File: src/rtl/spm_serial_driver_if.sv
// Operand/product handshake bundle between the bus-side register block and spm_serial_driver.
// Latency: none, pure wiring.
// Backpressure: in_valid/in_ready on the operand side, prod_valid/prod_ready on the product side.
//
// Signals:
//   in_valid/in_ready    operand pair handshake (in_ready driven by the driver)
//   in_x/in_y            parallel multiplicand / multiplier, WIDTH bits each
//   prod/prod_valid      assembled 2*WIDTH-bit product and its valid flag
//   prod_ready           consumer accepts product
// Modports: master = bus-side producer/consumer, slave = spm_serial_driver.
interface spm_serial_driver_if #(
    parameter int WIDTH = 32
);
    logic                   in_valid;
    logic                   in_ready;
    logic [WIDTH-1:0]       in_x;
    logic [WIDTH-1:0]       in_y;
    logic [2*WIDTH-1:0]     prod;
    logic                   prod_valid;
    logic                   prod_ready;

    modport master (
        output in_valid, in_x, in_y, prod_ready,
        input  in_ready, prod, prod_valid
    );

    modport slave (
        input  in_valid, in_x, in_y, prod_ready,
        output in_ready, prod, prod_valid
    );
endinterface

File: src/rtl/spm_serial_driver.sv
// Drives a serial-parallel multiplier: holds x, streams y LSB-first, deserialises the product.
// Latency: 2*WIDTH+P_LAT+2 edges from the accept edge (inclusive) to prod_valid.
// Backpressure: in_ready only in IDLE; product held in DONE until prod_ready.
//
// Ports:
//   clk, rst      single rising-edge clock, synchronous active-high reset
//   bus           operand/product handshake (spm_serial_driver_if.slave)
//   spm_rst       clear to the spm core, high outside SHIFT
//   spm_x         multiplicand held for the whole operation
//   spm_y         serial multiplier bit (sign- or zero-extended for the upper WIDTH cycles)
//   spm_p         serial product bit returned by the core, P_LAT cycles after spm_y
module spm_serial_driver #(
    parameter int WIDTH  = 32,
    parameter int P_LAT  = 1,
    parameter int SIGNED = 0
) (
    input  logic                clk,
    input  logic                rst,
    spm_serial_driver_if.slave  bus,
    output logic                spm_rst,
    output logic [WIDTH-1:0]    spm_x,
    output logic                spm_y,
    input  logic                spm_p
);
    localparam int SHIFT_LEN = 2 * WIDTH + P_LAT;
    localparam int CW        = $clog2(SHIFT_LEN + 1);
    localparam int YIW       = (WIDTH > 1) ? $clog2(WIDTH) : 1;

    localparam logic [CW-1:0] LAST_C  = CW'(SHIFT_LEN - 1);
    localparam logic [CW-1:0] LAT_C   = CW'(P_LAT);
    localparam logic [CW-1:0] WIDTH_C = CW'(WIDTH);

    localparam logic [1:0] ST_IDLE  = 2'd0;
    localparam logic [1:0] ST_CLEAR = 2'd1;
    localparam logic [1:0] ST_SHIFT = 2'd2;
    localparam logic [1:0] ST_DONE  = 2'd3;

    logic [1:0]         state;
    logic [CW-1:0]      cnt;
    logic [CW-1:0]      cnt_inc;
    logic [WIDTH-1:0]   y_reg;
    logic [2*WIDTH-1:0] prod_q;
    logic               y_bit;
    logic               cap_en;

    assign cnt_inc = cnt + CW'(1);

    // y is kept intact for the whole operation and indexed by the counter
    // rather than shifted, so it can still be observed after the product is out.
    always_comb begin
        y_bit = 1'b0;
        if (cnt < WIDTH_C) begin
            y_bit = y_reg[cnt[YIW-1:0]];
        end else if (SIGNED != 0) begin
            y_bit = y_reg[WIDTH-1];
        end
    end

    // Product bit k returns P_LAT cycles after y bit k, so capturing starts at
    // cnt == P_LAT. Written as cnt+1 > P_LAT to stay meaningful when P_LAT == 0.
    assign cap_en = (state == ST_SHIFT) && (cnt_inc > LAT_C);

    assign spm_y          = (state == ST_SHIFT) ? y_bit : 1'b0;
    assign spm_rst        = (state != ST_SHIFT);
    assign bus.in_ready   = (state == ST_IDLE);
    assign bus.prod_valid = (state == ST_DONE);
    assign bus.prod       = prod_q;

    always_ff @(posedge clk) begin
        if (rst) begin
            state  <= ST_IDLE;
            cnt    <= '0;
            spm_x  <= '0;
            y_reg  <= '0;
            prod_q <= '0;
        end else begin
            // Bits enter at the MSB so the first captured bit ends at prod[0].
            if (cap_en) begin
                prod_q <= {spm_p, prod_q[2*WIDTH-1:1]};
            end

            case (state)
                ST_IDLE: begin
                    if (bus.in_valid) begin
                        spm_x <= bus.in_x;
                        y_reg <= bus.in_y;
                        state <= ST_CLEAR;
                    end
                end
                ST_CLEAR: begin
                    cnt   <= '0;
                    state <= ST_SHIFT;
                end
                ST_SHIFT: begin
                    if (cnt == LAST_C) begin
                        cnt   <= '0;
                        state <= ST_DONE;
                    end else begin
                        cnt <= cnt_inc;
                    end
                end
                ST_DONE: begin
                    if (bus.prod_ready) begin
                        state <= ST_IDLE;
                    end
                end
                default: state <= ST_IDLE;
            endcase
        end
    end
endmodule

File: src/flat_wrapper.sv
// flat-port wrapper written by rule: the top's interface ports become plain ports
module spm_serial_driver_flat 
#(
    parameter int WIDTH  = 32,
    parameter int P_LAT  = 1,
    parameter int SIGNED = 0
)
  (clk, rst, spm_rst, spm_x, spm_y, spm_p, bus_in_valid, bus_in_x, bus_in_y, bus_prod_ready, bus_in_ready, bus_prod, bus_prod_valid);
  spm_serial_driver_if #(.WIDTH(WIDTH)) bus_i ();
  input  logic clk;
  input  logic rst;
  output logic spm_rst;
  output logic [WIDTH-1:0] spm_x;
  output logic spm_y;
  input  logic spm_p;
  input wire logic [$bits(bus_i.in_valid)-1:0] bus_in_valid;
  input wire logic [$bits(bus_i.in_x)-1:0] bus_in_x;
  input wire logic [$bits(bus_i.in_y)-1:0] bus_in_y;
  input wire logic [$bits(bus_i.prod_ready)-1:0] bus_prod_ready;
  output wire logic [$bits(bus_i.in_ready)-1:0] bus_in_ready;
  output wire logic [$bits(bus_i.prod)-1:0] bus_prod;
  output wire logic [$bits(bus_i.prod_valid)-1:0] bus_prod_valid;
  assign bus_i.in_valid = bus_in_valid;
  assign bus_i.in_x = bus_in_x;
  assign bus_i.in_y = bus_in_y;
  assign bus_i.prod_ready = bus_prod_ready;
  assign bus_in_ready = bus_i.in_ready;
  assign bus_prod = bus_i.prod;
  assign bus_prod_valid = bus_i.prod_valid;
  spm_serial_driver #(.WIDTH(WIDTH), .P_LAT(P_LAT), .SIGNED(SIGNED)) u_core (.clk(clk), .rst(rst), .bus(bus_i), .spm_rst(spm_rst), .spm_x(spm_x), .spm_y(spm_y), .spm_p(spm_p));
endmodule
File: config.mk
export PLATFORM = sky130hd
export DESIGN_NAME = spm_serial_driver_flat
export DESIGN_NICKNAME = d
export VERILOG_FILES = /design/src/rtl/spm_serial_driver_if.sv /design/src/rtl/spm_serial_driver.sv /design/src/flat_wrapper.sv
export SDC_FILE = /design/constraint.sdc
export NUM_CORES = 1
export LEC_CHECK = 0
export CORE_UTILIZATION = 35
export CTS_CLUSTER_SIZE = 25
export DETAILED_ROUTE_END_ITERATION = 10
export MAX_ROUTING_LAYER = met4
export PLACE_DENSITY = 0.66
export SLEW_MARGIN = 20
export SYNTH_ARGS = -nofsm -noshare
export SYNTH_HDL_FRONTEND = slang
export SYNTH_SLANG_ARGS = --single-unit
File: constraint.sdc
create_clock -name clk -period 2.15 [get_ports clk]
set_input_delay 0.5375 -clock clk [delete_from_list [all_inputs] [get_ports clk]]
set_output_delay 0.5375 -clock clk [all_outputs]
set_load 0.1 [all_outputs]
==> reports/qor.csv, run 1 <==
stage;metric;value;unit
finish;nNonClkInverters;8;
synthesis;ys.warnings.count;0;
die;num_rows;45;
worst_setup_path;cp_cell_sequence;mux4_2 -> mux2i_1 -> o211ai_1 -> nand4_1 -> a311oi_4 -> buf_12;
global_route;grt_max_degree;69;
worst_setup_path;crit_start;u_core.cnt[0];
finish;area_delta_synth_final;47.07;%
power_and_ir_drop;leakage;3.593;nW
finish;clk_share;0.07595;
timing;setup_viol;1;
outcome;status;finished with violations;
worst_setup_path;cp.arrival;2040;ps
worst_setup_path;cp-start-kind;flip-flop;
synthesis;synth_top_area_share;0.4997;
timing;hold_viol;0;
timing;timing.final.ws_setup;-424.8;ps
synthesis;top_area_cell;dfxtp_1;
clock_network;cts.path.max_buffers;2;
timing;clock.fmax;0.3884;GHz
synthesis;mux_area_frac;0.1632;
finish;sh_seq_area;0.3404;
routing;final_antenna_net_count;0;
die;pin_count;169;
clock_network;clk_latency;410;ps
synthesis;ff_type;dfxtp_1;
power_and_ir_drop;pwr_density_cell;1047;nW/um2
power_and_ir_drop;swShare;0.3473;
clock_network;cts.sinks;137;
power_and_ir_drop;p_seq_frac;0.346;
routing;drtIter0Drc;229;
synthesis;synth_area;5489;um2
synthesis;ys.flops;137;
outcome;violations;negative setup slack;
min_path;hold_path_end;u_core.spm_x[21];
finish;logic_gates;396;
worst_setup_path;crit_cells;6;
[run 1: through the flow]
| stage | setup WS, ps | power (mW) | hold slack, ps | util | cells |
|---|---|---|---|---|---|
| 6_report | -424.8 | 8.450 | 454.5 | 0.5291 | 983 |
| 3_3_place_gp | -195.9 | 5.501 | 443.1 | 0.4847 | 950 |
| 4_1_cts | -470.1 | 8.536 | 457.2 | 0.5255 | 982 |
| 3_5_place_dp | -219.8 | 5.548 | 449.4 | 0.4847 | 950 |
| 5_1_grt | -545.2 | 8.838 | 472.9 | 0.5291 | 983 |
| 2_1_floorplan | -476.4 | 4.768 | 433.1 | - | 581 |
[run 1: cells by family after synthesis]
| kind of cell | count (synthesis) |
|---|---|
| AND-OR/OR-AND | 83 |
| adder cells (fa/ha/maj) | 5 |
| buffers and inverters | 48 |
| flip-flops | 137 |
| multiplexers | 79 |
| AND/OR/NAND/NOR | 229 |
[run 1: placed cells by master, fill, tap and decap left out, drive strengths merged, types with 2 or more instances in the layout]
master / netlist / final
a21oi: 68 / 68
a311oi: 3 / 3
and3: 3 / 3
buf: 16 / 131
bufinv: 0 / 2
clkbuf: 24 / 27
clkdlybuf4s50: 0 / 67
clkinv: 0 / 4
dfxtp: 137 / 137
ha: 5 / 5
inv: 8 / 8
mux2i: 70 / 70
mux4: 8 / 8
nand2: 134 / 134
nand2b: 67 / 67
nand3: 4 / 4
nand4: 2 / 2
nor2: 11 / 11
nor3: 2 / 2
nor3b: 3 / 3
o211ai: 3 / 3
o21ai: 2 / 2
[run 1: repair_timing]
| action | 4_1_cts | 5_1_grt |
|---|---|---|
| resized | 4 | 6 |
| pin swaps | 0 | 1 |
| setup endpoints to repair | 65 | 59 |
| hold buffers | 0 | 0 |
| cloned | 0 | 1 |
### PDN straps and rails, run 1

Pins as bars on the die edge.
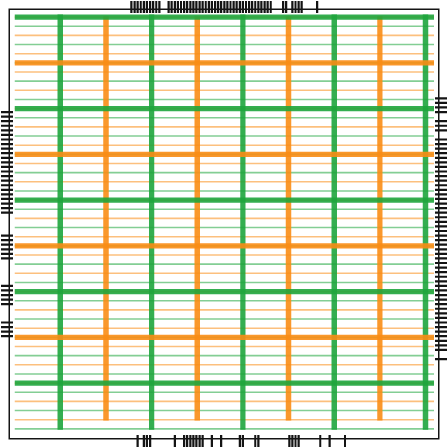
[VDD] orange
[VSS] green
met4 straps: 9
signal pins: 169
met5 straps: 9
met1 rails: 46

### Gate-type map, run 1

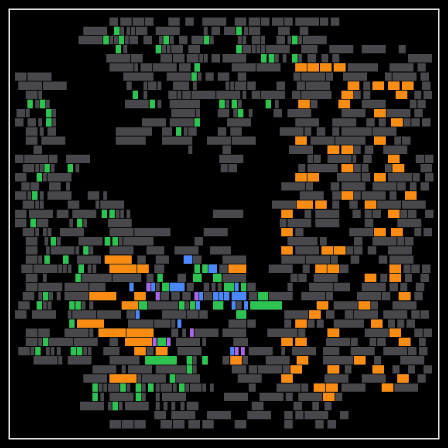
[mux cells] orange | cells: 79 | most used: mux2i_1 | where: widely spread
[aoi and oai cells] green | cells: 81 | most used: a21oi_1
[nor cells] blue | cells: 17 | most used: nor2_1
[inv cells] purple | cells: 8 | most used: inv_1 | where: bottom middle

### A small window of the routed layout, run 1

Window x 7 to 57, y 70 to 120 um. Cells in grey, sequential cells in the stronger grey; small squares are vias.
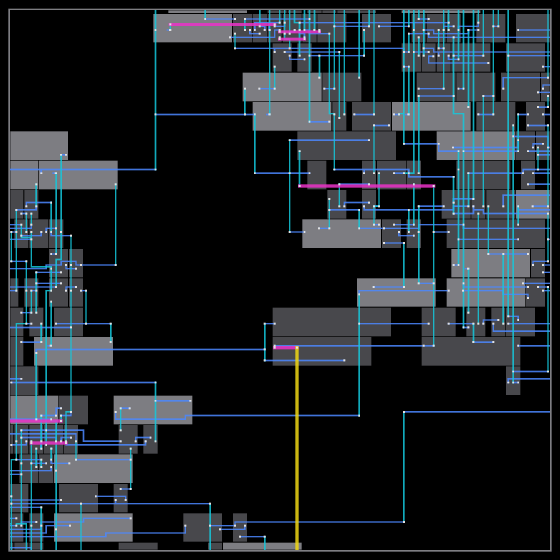
[M2] cyan
[M1] blue
[M4] yellow
[M3] magenta
cells with their middle in the window: 99
netlist names of flops here include: `u_core.spm_x` (16)
most frequent: nand2_1 (35), a21oi_1 (18), dfxtp_1 (16)
sequential cells in the window: 16

==> run 2, diff against run 1 <==
REMOVE_ABC_BUFFERS = 1   (was not set)
==> run 2 against run 1 <==
Compared with the run above:
- the flow still finishes with violations (negative setup slack)
- final cell count shrank 0.71%
- sequential power hardly changed
- critical path depth grew 1
- critical endpoint unchanged
- clock-buffer cell count decreased by 8
- first-iteration DRC count fell by 27%
- cell area down 0.51%
- routed wire length grew 2.0%
==> reports/qor.csv, run 2 <==
stage;metric;value;unit;change
clock_network;h-tree-depth;4;;unchanged
worst_setup_path;r2r-start;u_core.cnt[1];;was u_core.cnt[0]
synthesis;synth_top_area_share;0.4997;;unchanged
global_route;grt_max_degree;65;;was 69
die;chipWidth;127.2;um;unchanged
min_path;hold_path_class;flip-flop to flip-flop;;unchanged
synthesis;aoi_share;0.08343;;unchanged
global_route;antenna_found_initial;0;;unchanged
power_and_ir_drop;swShare;0.3530;;was 0.3473
timing;rsz0062_at_grt;yes;;unchanged
timing;hold_viol;0;;unchanged
global_route;grt_usage;0.1782;;was 0.1661
timing;clock.fmax;0.3788;GHz;was 0.3884 GHz
worst_setup_path;cp-start-kind;flip-flop;;unchanged
synthesis;yosys.area_share.adder;0.01140;;unchanged
routing;final_antenna_net_count;0;;unchanged
synthesis;xor_share;0;;unchanged
clock_network;root_buffer;clkbuf_16;;unchanged
outcome;status;finished with violations;;unchanged
routing;vias;4619;;was 4606
power_and_ir_drop;maxPowerGroup;the clock network;;unchanged
worst_setup_path;cp.arrival;2100;ps;was 2040 ps
worst_setup_path;rrSetupSlack;100;ps;about the same
finish;clk_share;0.07914;;was 0.07595
synthesis;yosys.area_share.simple;0.1976;;unchanged
die;pin_count;169;;unchanged
global_route;grt_pass1_vias;4704;;was 4269
worst_setup_path;worstPathRequired;1610;ps;about the same
outcome;violations;negative setup slack;;unchanged
clock_network;ctsHoldBuffers;0;;unchanged
synthesis;synthArstFlopShare;0;;unchanged
placed_design;dp_slack;-150.7;ps;was -219.8 ps
synthesis;ff_type;dfxtp_1;;unchanged
die;die_h;127.2;um;unchanged
synthesis;ys.flops;137;;unchanged
worst_setup_path;critPathMaxFanout;6;;was 7
finish;area_delta_synth_final;46.32;%;was 47.07%
finish;lay_top_cells;dfxtp_1 (134), nand2_1 (133), buf_4 (111), mux2i_1 (68);;was dfxtp_1 (135), nand2_1 (133), buf_4 (118), mux2i_1 (68), a21oi_1 (68)
die;num_rows;45;;unchanged
die;initCoreUtil;0.3597;;unchanged
synthesis;synth_area;5489;um2;unchanged
finish;fin_util;0.5264;;was 0.5291
timing;maxSlewHeadroom;0.6862;;was 0.6438
timing;fin_crit_sh;1.228;;was 1.198
die;core_area;15260;um2;unchanged
synthesis;yosys-top-cells-area;dfxtp_1 (50%), mux2i_1 (13%), nand2_1 (9.2%);;unchanged
synthesis;ys_top_cells_by_count;dfxtp_1 (137), nand2_1 (134), mux2i_1 (70);;unchanged
finish;sh_seq_area;0.3423;;was 0.3404
clock_network;numCtsBuffers;17;;unchanged
timing;worst_pin_slew;469.0;ps;was 534.3 ps
power_and_ir_drop;leakage;3.533;nW;was 3.593 nW
worst_setup_path;crit_type;flip-flop to primary output;;unchanged
finish;sh_comb_area;0.3205;;was 0.3191
synthesis;mux_area_frac;0.1632;;unchanged
flow_run;warnings;30;;was 32
power_and_ir_drop;power_frac_comb;0.299;;was 0.304
synthesis;edf_count;0;;unchanged
power_and_ir_drop;p_clk_frac;0.361;;was 0.350
routing;drc;0;;unchanged
routing;wl_per_cell;13.64;um;was 13.28 um
finish;fill_cells;1381;;was 1372
global_route;grt-ovfl-total;0;;unchanged
worst_setup_path;crit_end;spm_y;;unchanged
finish;num-nets-final;826;;was 833
finish;logic_gates;396;;unchanged
routing;drtIter0Drc;168;;was 229
finish;lay_top_count;dfxtp_1;;unchanged
clock_network;cts_tree;built;;unchanged
finish;comb_area;2574;um2;was 2576 um2
worst_setup_path;worstReg2RegEnd;u_core.bus.prod[39];;was u_core.bus.prod[57]
finish;buffer_area_frac;0.2215;;was 0.2281
finish;ff_latch_area;2749;um2;was 2748 um2
placed_design;place_congestion;0.9071;;was 0.7514
finish;nNonClkInverters;8;;unchanged
placed_design;post-dp-hpwl;9.460;mm;was 9.319 mm
synthesis;syn_area_per_cell;9.448;um2;unchanged
power_and_ir_drop;finalPower;8.569;mW;was 8.450 mW
synthesis;ys_area;5489;um2;unchanged
clock_network;cts.path.max_buffers;2;;unchanged
routing;drt-vias-per-instance;4.733;;was 4.686
power_and_ir_drop;peakVddDrop;0.0006893;V;was 0.0005396 V
power_and_ir_drop;p_seq_frac;0.340;;was 0.346
worst_setup_path;crit_start;u_core.cnt[0];;unchanged
timing;timing.final.ws_setup;-489.7;ps;was -424.8 ps
power_and_ir_drop;pwr_density_cell;1067;nW/um2;was 1047 nW/um2
timing;setup_viol;1;;unchanged
finish;drive_gt1_frac;0.2392;;was 0.2409
synthesis;ys.warnings.count;0;;unchanged
synthesis;syn-instance-count;581;;unchanged
synthesis;top_area_cell;dfxtp_1;;unchanged
==> run 2: worst min-delay path by stage <==
stage	to	from	slack, ps	cells past startpoint
floorplan	u_core.y_reg[12]	u_core.y_reg[12]	430	2
global placement	u_core.spm_x[5]	u_core.spm_x[5]	440	2
detailed placement	u_core.y_reg[0]	u_core.y_reg[0]	450	2
CTS	u_core.y_reg[30]	rst	460	2
global route	u_core.y_reg[13]	rst	470	2
finish	u_core.spm_x[3]	u_core.spm_x[3]	460	2
==> run 2: cells by family after synthesis <==
| family | count (synthesis) |
|---|---|
| buffers and inverters | 48 |
| DFF | 137 |
| and+or+nand+nor | 229 |
| muxes | 79 |
| adders and majority gates | 5 |
| AOI/OAI and AO/OA | 83 |
==> run 2: repair_timing <==
action | 4_1_cts | 5_1_grt
gates resized | 4 | 14
cloned | 1 | 1
setup endpoints to repair | 21 | 51
pin swaps | 0 | 4
buffers inserted | 1 | 1
==> run 2: stage by stage <==
stage / instance area, um2 / cells / setup TNS [ps] / hold slack (ps)
final: 8031 / 976 / -489.7 / 455.1
after global routing: 8031 / 976 / -739.6 / 469.6
after CTS: 7973 / 976 / -547.8 / 456.5
after detailed placement: 7291 / 942 / -175.9 / 448.9
after global placement: 7291 / 942 / -122.5 / 443.1
after floorplan: 5274 / 541 / -285570 / 427.1
==> run 2: routing by layer <==
metal | share of wire | GRT usage | routed length (um)
met5 | 0 | - | 0
met4 | 0.013 | 0.05742 | 178
met3 | 0.068 | 0.06449 | 909
met2 | 0.48 | 0.2925 | 6445
met1 | 0.43 | 0.2019 | 5783
==> run 2: critical path: stages (launching register included) <==
cell	delay [ps]
dfxtp_2	330
buf_12	130
mux4_2	320
mux2i_1	70
o211ai_1	190
nand4_1	120
a311oi_2	300
buf_12	220
### Clock routing, run 2

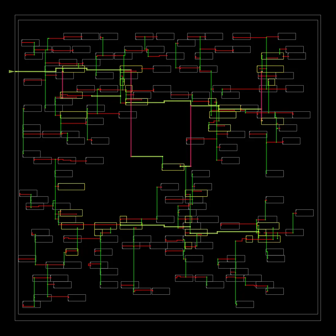
Clock buffer cells: 18
clk sink count: 137
Insertion Delay late pin: 410 ps
clk pwr: 3.09 mW
Clock Skew: 9.380 ps

### A small window of the routed layout, run 2

Window x 7 to 57, y 70 to 120 um. Cells in grey, sequential cells in the stronger grey; small squares are vias.
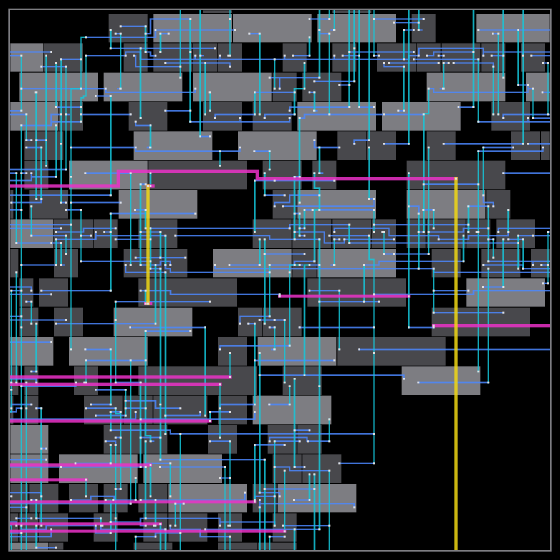
[M4] yellow
[M2] cyan
[M1] blue
[M3] magenta
cells with their middle in the window: 125
most frequent: nand2b_1 (32), dfxtp_1 (31), mux2i_1 (28)
sequential cells in the window: 31
netlist names of flops here include: `u_core.bus.prod` (30), `u_core.spm_x` (1)

### Gate-type map, run 2

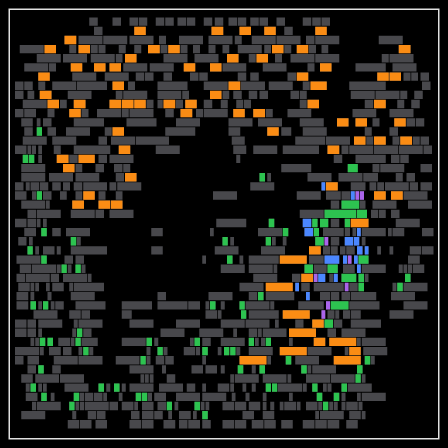
[mux cells] orange | cells: 79 | most used: mux2i_1 | where: widely spread
[nor cells] blue | cells: 17 | most used: nor2_1 | where: right middle
[aoi and oai cells] green | cells: 81 | most used: a21oi_1
[inv cells] purple | cells: 8 | most used: inv_1 | where: right middle

Power and IR drop assume default switching activity.
